Design uart_tx_flat, sky130hd; sources not shown.
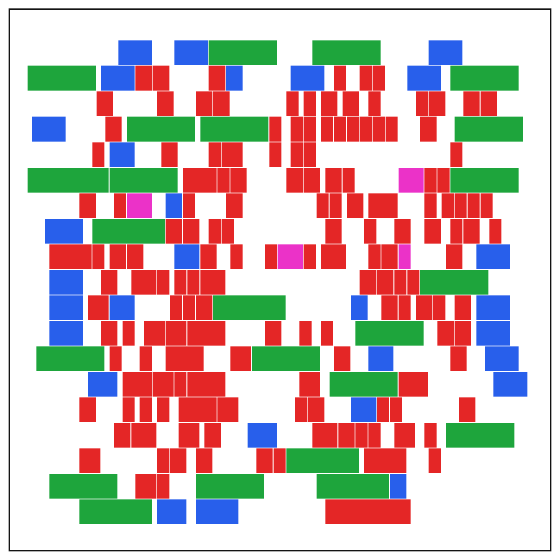
Figure 1: run 1, cell classes on the final placement.
remaining buffers and delay cells -> blue  # cells 29
combinational and other logic -> red  # cells 156
sequential cells -> green  # cells 23
clock drivers and dummy loads -> magenta  # cells 4
flop share of the area: 29.7%
final core utilization: 55.6%
core area: 2850 sq um

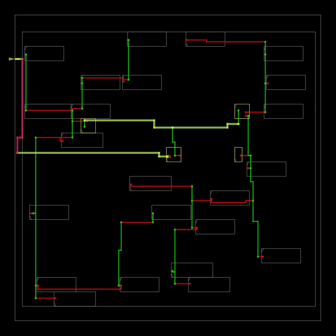
Figure 2: run 1, the clock network.
CTS Buf Count: 3
Worst Skew: 4.96 ps
Num Clock Sinks: 23
Clock group: 284 uW

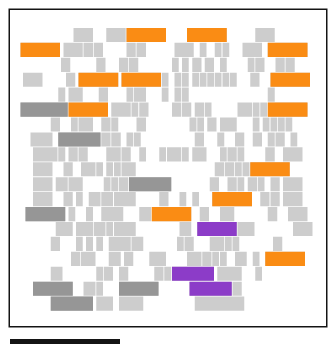
Figure 3: run 1, where the registers sit.
Scale bar: 20 um. Other sequential cells in the stronger grey, the rest of the logic in the fainter grey.
u_core.bit_cnt_q -> purple  # flops 3
u_core.frame_q -> orange  # flops 13
not coloured = 7
Flop area: 470 sq um
sequential power: 934 uW

==> job_summary.md, run 1 <==
### Yosys + OpenROAD results

| Metric | Value |
|---|---|
| Ys async rst share | `0%` |
| Ys flop type | `dfxtp_1` |
| Synth Instances | `approximately 180` |
| Top cells by area | `dfxtp_1 (37%), nand2_1 (13%), a21oi_1 (10%)` |
| CP required | `between 1000 and 1500 ps` |
| Fmax | `between 600 and 700 MHz` |
| Area reported by Yosys stat | `about 1200 sq um` |
| Seq pwr share | `about 31%` |
| Grt met1 use | `roughly 27%` |
| Clk buf depth | `2` |
| Maximum vdd drop | `roughly 1.2 mV` |
| H-tree depth | `1` |
| Hold Buf Count CTS | `0` |
| DRC Markers | `0` |
| Gpl congestion | `roughly 0.87` |
| Vias per cell | `5.12` |
| Count of final setup violators | `0` |
| LEAKAGE | `approximately 0.00067 uW` |
| Met2 Track Usage GR | `between 30% and 40%` |
| Number of global-route vias before repair | `around 1,200` |
| Clk slew on worst S/H paths | `about 130 ps` |
| DR WL met3 | `~150 um` |
| Die Span Y | `roughly 58 um` |
| Max layer used | `met4` |
| Synth cell count leaders | `nand2_1 (44), a21oi_1 (25), dfxtp_1 (23), inv_1 (23), o21ai_0 (15)` |
| Max-slew headroom at the worst pin | `74.1%` |
| Data arrival, critical path | `1100 ps` |
| Clk root buf | `clkbuf_4` |
| Layout cell share with drive strength beyond 1 | `20.3%` |
| Syn avg cell area | `between 6 and 7 sq um` |
| Wirelength per Cell | `between 10 and 15 um` |
| Number of cells on the worst hold path | `2` |
| GRT Residual Overflow | `0` |
| I/O pin count | `21` |
| Most frequent logic cell in the layout | `nand2_1` |
| GRT busiest layer | `met2` |
| Slew @ Worst Pin | `approximately 390 ps` |
| Ys flops | `23` |
| WL met2 | `~1.4 mm` |
| Distinct lib cells | `29` |
| CTS tree | `done` |
| Antenna Nets Post-Route | `0` |
| Clock latency on the worst-skew pair | `between 300 and 400 ps` |
| Clock power frac | `9.4%` |
| Final net count | `232` |
| Sw power | `around 1500 uW` |
| Syn Nets | `about 200` |
| Most instantiated logic cells after routing | `nand2_1 (43), a21oi_1 (24), inv_1 (19), dfxtp_1 (17), clkdlybuf4s50_1 (15)` |
| Critical path peak fanout | `4` |
| Pre-CTS setup slack | `-312 ps` |
| Startpoint type of the worst setup path | `register` |
| Wirelength, routed | `approximately 3.0 mm` |
| Yosys top cell area share | `around 37%` |
| Setup Crit Path Kind | `register to output port` |
| Fin crit share | `a little over nine tenths` |
| Dominant cell type by area after synthesis | `dfxtp_1` |
| Antenna diode count | `0` |
| Critical path endpoint category | `output port` |
| Warnings, synthesis | `0` |
| Max-slew violations | `0` |
| RSZ-0062 raised after global routing | `yes` |
| Outcome | `complete, no violations` |
| Tool warnings | `29` |
| Post-synth design cell area | `between 1000 and 1500 sq um` |
| Final hold violations | `0` |
| Port buffer count | `20` |
| Cells on worst reg2reg path | `7` |
| Die Area | `3320 sq um` |
| Minimum clock period | `about 1600 ps` |
| Die width | `between 50 and 60 um` |
| Int Power | `between 1500 and 2000 uW` |
| GRT Overall Usage | `20.4%` |
| Min-Delay Path Class | `primary input to register` |
| Post-DP HPWL | `2.20 mm` |
| Seq/Total Area, Yosys | `a little under two fifths` |
| Logic pwr share | `59.8%` |
| First-pass GRT wire length | `between 5 and 6 mm` |
| Post-synth EDFFs | `0` |
| Slack of the critical path | `about 18 ps` |
| Max Cap Viol | `0` |
| Top-count cell post-synth | `nand2_1` |
| Met3 Use GR | `5.67%` |
| Switching Share | `48.1%` |
| Pin count of the biggest net entering global routing | `13` |
| DRT met1 WL | `1.46 mm` |
| Row count | `19` |
| R2R setup slack | `about 70 ps` |
| Initial drt markers | `44` |
| Initial antenna violation count | `0` |
| Total number of vias | `1,244` |
| Core Util at FP | `between 40% and 50%` |
| Max FFs per register | `13` |
| Pwr/cell area | `roughly 1900 nW/um^2` |
| Drt first pass iters | `4` |
| Ys cells | `roughly 180` |
| Area delta synth->final | `28.3%` |
## run 1: critical path: stages (launching register included)
cell     delay [ps]
dfxtp_2         370
nor2_4          120
nand2_2          70
inv_2            90
buf_6           140
## run 1: logic make-up after synthesis
| logic type | synth area share (%) |
|---|---|
| AOI/OAI and AO/OA | 23.2 |
| xor gates and xnor gates | 0.709 |
| adders and majority gates | 2.02 |
| buffers and inverters | 9.82 |
| DFF | 37.2 |
| and+or+nand+nor | 27.0 |
## run 1: power by group through the flow
| stage | sequential (uW) | clock (uW) | combinational, uW |
|---|---|---|---|
| 2_1_floorplan | 921 | 0 | 1180 |
| 3_3_place_gp | 909 | 0 | 1570 |
| 3_5_place_dp | 912 | 0 | 1600 |
| 4_1_cts | 903 | 299 | 1630 |
| 5_1_grt | 958 | 318 | 2030 |
| 6_report | 934 | 284 | 1810 |
## run 1: per-stage QoR
| stage | hold slack (ps) | instance area, sq um | power [uW] | instances | setup TNS [ps] |
|---|---|---|---|---|---|
| after floorplan | 440 | 1240 | 2110 | 183 | 0 |
| after global placement | 452 | 1480 | 2480 | 234 | -3620 |
| after detailed placement | 460 | 1480 | 2510 | 234 | -3850 |
| after CTS | 478 | 1510 | 2830 | 238 | -138 |
| after global routing | 419 | 1590 | 3310 | 243 | -56.9 |
| final | 419 | 1590 | 3030 | 243 | 0 |
## run 1: final cells by class
type / count / area, sq um
Buffer: 4 / 20.0
Clock buffer: 4 / 26.3
Fill cell: 310 / 1270
Inverter: 27 / 103
Multi-Input combinational cell: 129 / 691
Sequential cell: 23 / 470
Tap cell: 31 / 38.8
Timing Repair Buffer: 25 / 238
## run 1: what timing repair did
action,4_1_cts,5_1_grt
pin swaps,0,5
resized,13,21
endpoints found under the setup margin,7,9
buffers inserted,0,5
==> run 2, diff against run 1 <==
Settings changed: CORE_MARGIN from default to 1.
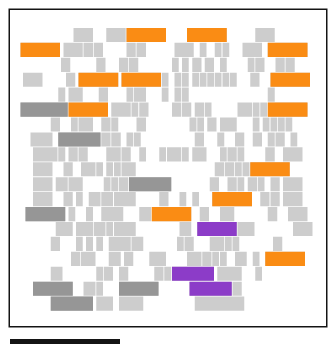
Figure 4: run 2, where the registers sit.
Scale bar: 20 um. Other sequential cells in the stronger grey, the rest of the logic in the fainter grey.
u_core.bit_cnt_q -> purple  # flops 3
u_core.frame_q -> orange  # flops 13

==> run 2 against run 1 <==
  * Critical path depth stayed put
  * Register-to-register slack hardly changed
  * Core utilization stayed put
  * Clock power hardly changed
  * Final cell count stayed put
  * Die area stayed put
  * Flip-flop count stayed put
  * Sequential share of layout area stayed put
  * Critical path type unchanged
  * Critical endpoint unchanged
  * Sequential power hardly changed
  * Largest cell class unchanged
  * Power stayed put
  * Non-clock buffer count stayed put
==> job_summary.md, run 2 <==
### Yosys + OpenROAD results

| Metric | Value |
|---|---|
| Gpl congestion | `0.873` |
| LEAKAGE | `roughly 0.00067 uW` |
| Logic area | `roughly 700 sq um` |
| Data arrival, critical path | `1100 ps` |
| Dominant cell type by area after synthesis | `dfxtp_1` |
| Number of cells on the worst hold path | `2` |
| Distinct lib cells | `29` |
| Slew @ Worst Pin | `between 300 and 400 ps` |
| Core area | `roughly 2900 sq um` |
| Number of global-route vias before repair | `1,168` |
| I/O pin count | `21` |
| H-tree depth | `1` |
| CTS tree | `done` |
| Die width | `57.6 um` |
| Seq/Total Area, Yosys | `between 30% and 40%` |
| Startpoint type of the worst setup path | `register` |
| Pwr/cell area | `1910 nW/um^2` |
| Die Span Y | `57.6 um` |
| Antenna Nets Post-Route | `0` |
| Total number of vias | `approximately 1,200` |
| Area reported by Yosys stat | `between 1000 and 1500 sq um` |
| Syn Nets | `202` |
| Minimum clock period | `around 1600 ps` |
| GRT Overall Usage | `20.4%` |
| Outcome | `complete, no violations` |
| R2R setup slack | `around 70 ps` |
| Flop area | `~470 sq um` |
| Maximum vdd drop | `1.24 mV` |
| Worst Skew | `around 5.0 ps` |
| Vias per cell | `between 5 and 6` |
| Port buffer count | `20` |
| Filler cell count | `between 300 and 400` |
| Clk buf depth | `2` |
| Final net count | `between 200 and 250` |
| Synth cell count leaders | `nand2_1 (44), a21oi_1 (25), dfxtp_1 (23), inv_1 (23), o21ai_0 (15)` |
| Most instantiated logic cells after routing | `nand2_1 (43), a21oi_1 (24), inv_1 (19), dfxtp_1 (17), clkdlybuf4s50_1 (15)` |
| CTS Buf Count | `3` |
| Antenna diode count | `0` |
| Max FFs per register | `13` |
| CP required | `about 1100 ps` |
| Critical path endpoint category | `output port` |
| Post-synth EDFFs | `0` |
| Setup Crit Path Kind | `register to output port` |
| Final core utilization | `55.6%` |
| Max-slew violations | `0` |
| Most frequent logic cell in the layout | `nand2_1` |
| Area delta synth->final | `28.3%` |
| Initial drt markers | `around 44` |
| Cells on worst reg2reg path | `7` |
| Fmax | `~630 MHz` |
| RSZ-0062 raised after global routing | `yes` |
| Num Clock Sinks | `23` |
| Ys cells | `between 150 and 200` |
| Pin count of the biggest net entering global routing | `13` |
| Die Area | `around 3300 sq um` |
| Wirelength, routed | `around 3 mm` |
| Count of final setup violators | `0` |
| Syn avg cell area | `between 6 and 7 sq um` |
| Clk slew on worst S/H paths | `about 130 ps` |
| Layout cell share with drive strength beyond 1 | `between 20 and 25%` |
| Min-Delay Path Class | `primary input to register` |
| Top cells by area | `dfxtp_1 (37%), nand2_1 (13%), a21oi_1 (10%)` |
| Warnings, synthesis | `0` |
| Post-DP HPWL | `about 2.2 mm` |
| Final hold violations | `0` |
| DRC Markers | `0` |
| Initial antenna violation count | `0` |
| Ys flops | `23` |
| Max-slew headroom at the worst pin | `between 70% and 80%` |
| Row count | `19` |
| Top-count cell post-synth | `nand2_1` |
| Ys flop type | `dfxtp_1` |
| First-pass GRT wire length | `5.14 mm` |
| Fin crit share | `98.9%` |
| Tool warnings | `29` |
| Core Util at FP | `43.3%` |
| Yosys top cell area share | `roughly 37%` |
| Total chip power | `about 3000 uW` |
| Critical path peak fanout | `4` |
| Ys async rst share | `0%` |
| Max Cap Viol | `0` |
| GRT Residual Overflow | `0` |
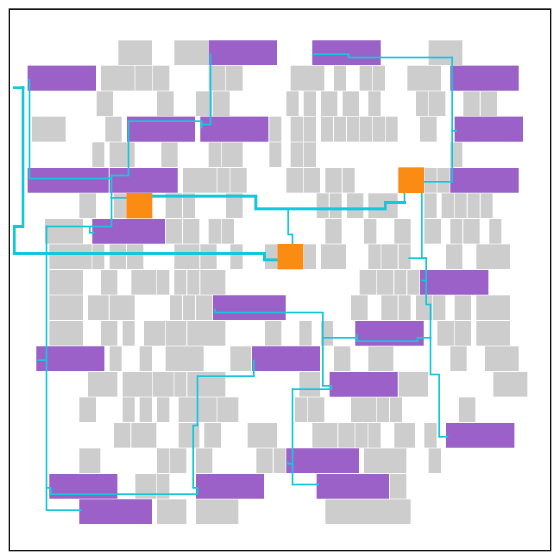
Figure 5: run 2, routed clock nets over the placement.
clock drivers -> orange  # count 3
flip-flops -> purple  # count 23
clock wires -> cyan  # length 340 um
flops lie = spread over the die
clock latency on the worst-skew pair: 320 ps
Clock power frac: 9.4%

run 2: cell counts in the layout (fill, tap and decap cells not counted):
Identical to the previous run, type by type.
run 2: cells by family after synthesis:
group,Yosys count,share of synthesized area (%)
compound gates,52,23.2
flops,23,37.2
simple gates,74,27.0
fa+ha+maj,2,2.02
buf+inv,31,9.82
xor+xnor,1,0.709
run 2: timing repair:
| action | 4_1_cts | 5_1_grt |
|---|---|---|
| gates resized | 13 | 21 |
| pin swaps | 0 | 5 |
| endpoints found under the setup margin | 7 | 9 |
| hold buffers | 0 | 0 |
| cloned | 0 | 0 |
| buffers inserted | 0 | 5 |
run 2: cell type report:
type	instances	share of cell area, %
clock buffer	4	1.66
buffer	4	1.26
inverter	27	6.47
multi-input combinational	129	43.5
sequential	23	29.7
timing repair buffer	25	15.0
tap	31	2.44
run 2: metal layers:
metal / track usage [%] / up-vias / routed length [um]
met5: 0 / - / 0
met4: 5.92 / 0 / 41
met3: 5.67 / 4 / 152
met2: 32.6 / 31 / 1390
met1: 26.8 / 548 / 1460
li1: - / 661 / -
run 2: report_power, final:
part           switching (uW)  leakage (uW)  internal (uW)
logic                    1110      0.000463            705
clock network             186     0.0000150           97.7
registers                 164      0.000192            770
total                    1460      0.000670           1570
run 2: stage by stage:
step / hold slack [ps] / instance area (sq um) / setup slack (ps) / setup TNS (ps) / instances
2_1_floorplan: 440 / 1240 / 112 / 0 / 183
3_3_place_gp: 452 / 1480 / -303 / -3620 / 234
3_5_place_dp: 460 / 1480 / -312 / -3850 / 234
4_1_cts: 478 / 1510 / -103 / -138 / 238
5_1_grt: 419 / 1590 / -40.6 / -56.9 / 243
6_report: 419 / 1590 / 17.7 / 0 / 243
run 2: critical path: stages (launching register included):
cell	delay (ps)
dfxtp_2	370
nor2_4	120
nand2_2	70
inv_2	90
buf_6	140
Power is estimated from default activity; no workload was simulated.
